Run 1, register map, names as in the netlist:
Other sequential cells in the stronger gray, the rest of the logic in the fainter gray.
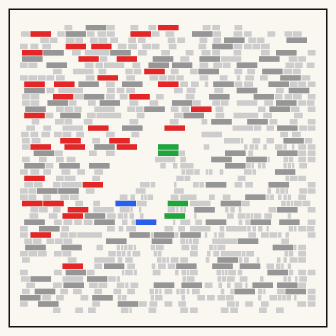
Run 1, metal 2:
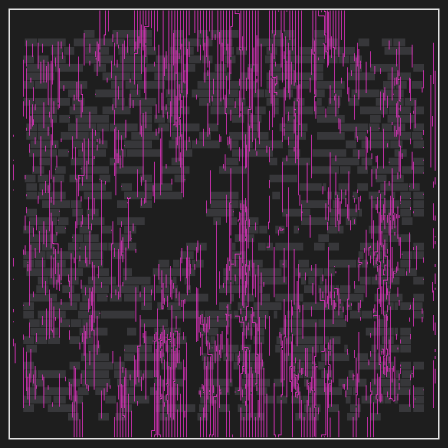
Run 1, placement view:
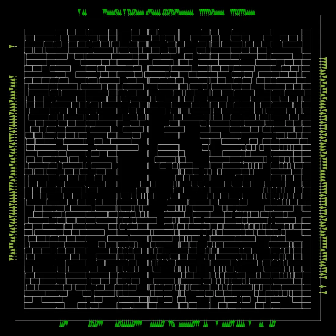
Run 1, met1 routing:
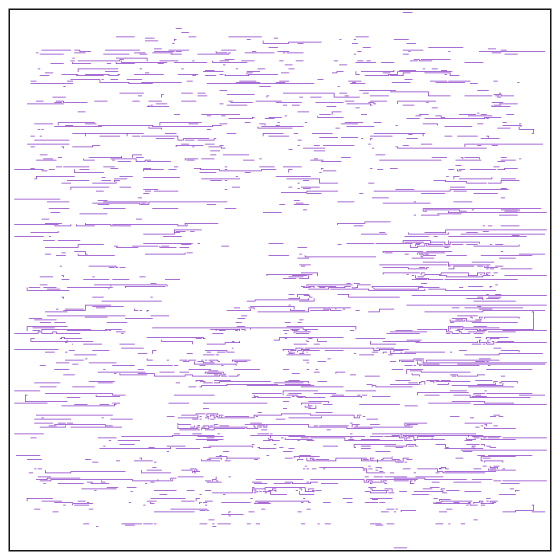
### config.mk
export PLATFORM = sky130hd
export DESIGN_NAME = mem_arbiter
export DESIGN_NICKNAME = d
export VERILOG_FILES = /design/src/rtl/cpu_pkg.sv /design/src/rtl/mem_arbiter.sv
export SDC_FILE = /design/constraint.sdc
export NUM_CORES = 1
export LEC_CHECK = 0
export ABC_AREA = 0
export CAP_MARGIN = 5
export CELL_PAD_IN_SITES_DETAIL_PLACEMENT = 0
export CELL_PAD_IN_SITES_GLOBAL_PLACEMENT = 1
export CORE_MARGIN = 4
export CORE_UTILIZATION = 34
export CTS_CLUSTER_DIAMETER = 150
export DETAILED_ROUTE_END_ITERATION = 8
export PLACE_DENSITY_LB_ADDON = 0.1
export SETUP_SLACK_MARGIN = 0.15
export SLEW_MARGIN = 25
export SYNTH_ARGS = -nofsm -noshare
export SYNTH_HDL_FRONTEND = slang
export SYNTH_SLANG_ARGS = --single-unit
export TNS_END_PERCENT = 5
### constraint.sdc
create_clock -name clk -period 3.25 [get_ports clk]
set_clock_uncertainty 0.15 [all_clocks]
set_input_delay 0.65 -clock clk [delete_from_list [all_inputs] [get_ports clk]]
set_output_delay 0.65 -clock clk [all_outputs]
set_load 0.01 [all_outputs]
### src/rtl/cpu_pkg.sv
// Shared CPU definitions: memory arbiter state encodings and default widths.
package cpu_pkg;

  localparam int CPU_ADDR_W = 32;
  localparam int CPU_DATA_W = 32;

  // Arbiter FSM encodings (kept as plain constants for legacy tooling)
  localparam logic [1:0] ST_IDLE  = 2'd0;
  localparam logic [1:0] ST_ACC_I = 2'd1;
  localparam logic [1:0] ST_ACC_D = 2'd2;
  localparam logic [1:0] ST_RESP  = 2'd3;

endpackage

### src/rtl/mem_arbiter.sv
// Arbitrates one single-port unified memory between instruction fetch and
// the data (lw/sw) port. Data has priority; a starvation counter forces a
// fetch grant after STARVE_MAX consecutive data grants with fetch pending.
module mem_arbiter
  import cpu_pkg::*;
#(
  parameter int ADDR_W     = CPU_ADDR_W,
  parameter int DATA_W     = CPU_DATA_W,
  parameter int STARVE_MAX = 4
) (
  input  logic              clk,
  input  logic              reset,
  input  logic              if_req,
  input  logic [ADDR_W-1:0] if_addr,
  output logic [DATA_W-1:0] if_rdata,
  output logic              if_ready,
  input  logic              d_req,
  input  logic              d_we,
  input  logic [ADDR_W-1:0] d_addr,
  input  logic [DATA_W-1:0] d_wdata,
  output logic [DATA_W-1:0] d_rdata,
  output logic              d_ready,
  output logic              mem_req,
  output logic              mem_we,
  output logic [ADDR_W-1:0] mem_addr,
  output logic [DATA_W-1:0] mem_wdata,
  input  logic [DATA_W-1:0] mem_rdata,
  input  logic              mem_ready,
  output logic              mem_stall
);

  localparam logic [3:0] STARVE_LIM = 4'(STARVE_MAX);

  logic [1:0] state;
  logic [3:0] starve_cnt;
  logic       grant_d;

  // Data wins unless fetch has been passed over STARVE_MAX times in a row
  assign grant_d   = d_req && (!if_req || (starve_cnt < STARVE_LIM));
  assign mem_stall = (if_req && !if_ready) || (d_req && !d_ready);

  // Arbitration FSM; access outputs are latched at grant and held until mem_ready
  always_ff @(posedge clk or negedge reset) begin
    if (!reset) begin
      state      <= ST_IDLE;
      starve_cnt <= '0;
      mem_req    <= 1'b0;
      mem_we     <= 1'b0;
      mem_addr   <= '0;
      mem_wdata  <= '0;
      if_rdata   <= '0;
      d_rdata    <= '0;
      if_ready   <= 1'b0;
      d_ready    <= 1'b0;
    end else begin
      if_ready <= 1'b0;
      d_ready  <= 1'b0;
      case (state)
        ST_IDLE: begin
          if (grant_d) begin
            state     <= ST_ACC_D;
            mem_req   <= 1'b1;
            mem_we    <= d_we;
            mem_addr  <= d_addr;
            mem_wdata <= d_wdata;
            if (if_req)
              starve_cnt <= (starve_cnt == STARVE_LIM) ? starve_cnt : starve_cnt + 4'd1;
            else
              starve_cnt <= '0;
          end else if (if_req) begin
            state      <= ST_ACC_I;
            mem_req    <= 1'b1;
            mem_we     <= 1'b0;
            mem_addr   <= if_addr;
            starve_cnt <= '0;
          end
        end
        ST_ACC_I: begin
          if (mem_ready) begin
            if_rdata <= mem_rdata;
            mem_req  <= 1'b0;
            if_ready <= 1'b1;
            state    <= ST_RESP;
          end
        end
        ST_ACC_D: begin
          if (mem_ready) begin
            // Stores leave the last load value in place
            if (!mem_we) d_rdata <= mem_rdata;
            mem_req <= 1'b0;
            d_ready <= 1'b1;
            state   <= ST_RESP;
          end
        end
        // Ready pulse cycle: lets the served requester drop req before re-arbitration
        default: state <= ST_IDLE;
      endcase
    end
  end

endmodule

==> notes.md, run 1 <==
* DRC violation count after routing: 0
* mi-comb count: 261
* crit path DRT: 2.45 ns
* main logic family after synthesis: multiplexers
* Max Transition Viols Final: 0
* Tightest Pin Transition: 0.4801 ns
* Buffers, non-clock: 279
* GR Layer Usage met1: 20.02%
* detail-routed via count per cell: 4.867
* Unique cell types: 28
* proportion of synthesized area in mux cells: 19.36%
* antenna violations before repair: 0
* switching part of the total: 29.99%
* Complex Gates by Area: 8.381%
* end of the critical path: mem_stall
* clock buffers created by TritonCTS: 17
* Insertion Delay late pin: 0.41 ns
* dominant logic cell types in the final layout: clkdlybuf4s50_1, dfrtp_1, mux2_2, o21ai_0, nor2_1
* setup slack at placement: 0.4435 ns
* Setup violations, final: 0
* worst slew margin relative to its limit: 67.65%
* final critical path time including I/O delays and setup: 2.792 ns
* Routed Antenna Nets: 0
* number of failing hold endpoints at the final stage: 0
* Port-buffer cells: 266
* setup_tns: 0 ns
* end of the worst register-to-register path: mem_req
* crit-path leading delay family: buffers and inverters
* run status: finished, final reports clean
* post-route cell area: 9243 sq um
* hold path depth: 1
* fraction of standard cell area in multi-input logic: 21.85%
* CP Class: in2out
* register share after synthesis: 61.20%
* number of cells on the critical path: 4
* via count of the first global-routing pass: 4,920
* number of nets in the layout: 845
* relative contribution of the clock network to total power: 24.2%
* M1 WL: 6454 um
* # fillers: 1,324
About 'register map, names as in the netlist':
- starve_cnt: green (flops 4; where center)
- if_rdata: red (flops 32)
- state: blue (flops 2)
- not colored: 100

About 'metal 2':
- longest straight run: 53.7 um
- wire length on this layer: 8,130 um

About 'placement view':
seq_cells: 138
Finished Layout Cells: 934

About 'met1 routing':
- longest straight run: 38.2 um
- main direction: horizontal
- share of all routed wire: 38%
- nets with wire on the layer: 696

==> inputs of run 2 (changes only) <==
CORE_ASPECT_RATIO = 2   (was not set)
==> run 2 against run 1 <==
Against the previous run:
- worst hold slack got worse by 0.29 ns
- first-iteration DRC count decreased by 46%
- via count shrank 1.1%
- final cell count fell by 1.4%
==> notes.md, run 2 <==
* end of the worst register-to-register path: mem_wdata[7], was mem_req
* final critical path time including I/O delays and setup: 2.719 ns, was 2.792 ns
* Max Transition Viols Final: 0, unchanged
* register share after synthesis: 61.20%, unchanged
* relative contribution of the clock network to total power: 23.0%, was 24.2%
* number of failing hold endpoints at the final stage: 0, unchanged
* Routed Antenna Nets: 0, unchanged
* setup_tns: 0 ns, unchanged
* Port-buffer cells: 266, unchanged
* mi-comb count: 261, unchanged
* post-route cell area: 9179 sq um, was 9243 sq um
* clock buffers created by TritonCTS: 17, unchanged
* GR Layer Usage met1: 18.34%, was 20.02%
* number of clock buffer instances in the layout: 18, unchanged
* number of nets in the layout: 844, was 845
* number of cells on the critical path: 4, unchanged
* proportion of synthesized area in mux cells: 19.36%, unchanged
* M1 WL: 5855 um, was 6454 um
* worst slew margin relative to its limit: 56.78%, was 67.65%
* setup slack at placement: 0.5359 ns, was 0.4435 ns
* fraction of standard cell area in multi-input logic: 22.00%, was 21.85%
* Finished Layout Cells: 921, was 934
* run status: finished, final reports clean, unchanged
* main logic family after synthesis: multiplexers, unchanged
* Tightest Pin Transition: 0.6483 ns, was 0.4801 ns
* Insertion Delay late pin: 0.41 ns, about the same
* seq_cells: 138, unchanged
* antenna violations before repair: 1, was 0
* Buffers, non-clock: 278, was 279
* DRC violation count after routing: 0, unchanged
* Setup violations, final: 0, unchanged
* via count of the first global-routing pass: 4,960, was 4,920
* detail-routed via count per cell: 4.881, was 4.867
Run 2, register map, names as in the netlist:
Other sequential cells in the stronger gray, the rest of the logic in the fainter gray.
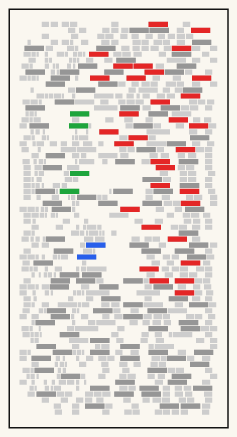
- starve_cnt: green (flops 4)
- if_rdata: red (flops 32)
- state: blue (flops 2)
- not colored: 100

Run 2, cell area per tile:
The die is cut into 10 by 19 equal tiles; white is low, dark blue is high, 0 to 100% covered.
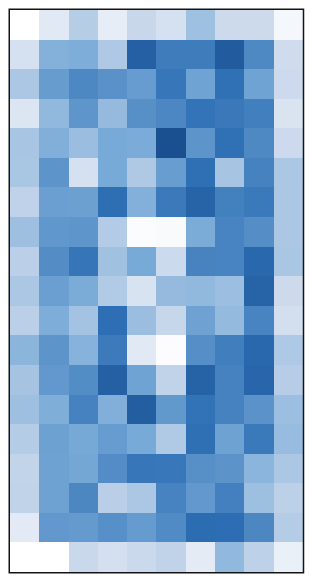
- nearly empty tiles: 2.6%
- tiles over 75% full: 6.8%
- mean over tiles: 47%

Power and IR drop assume default switching activity.
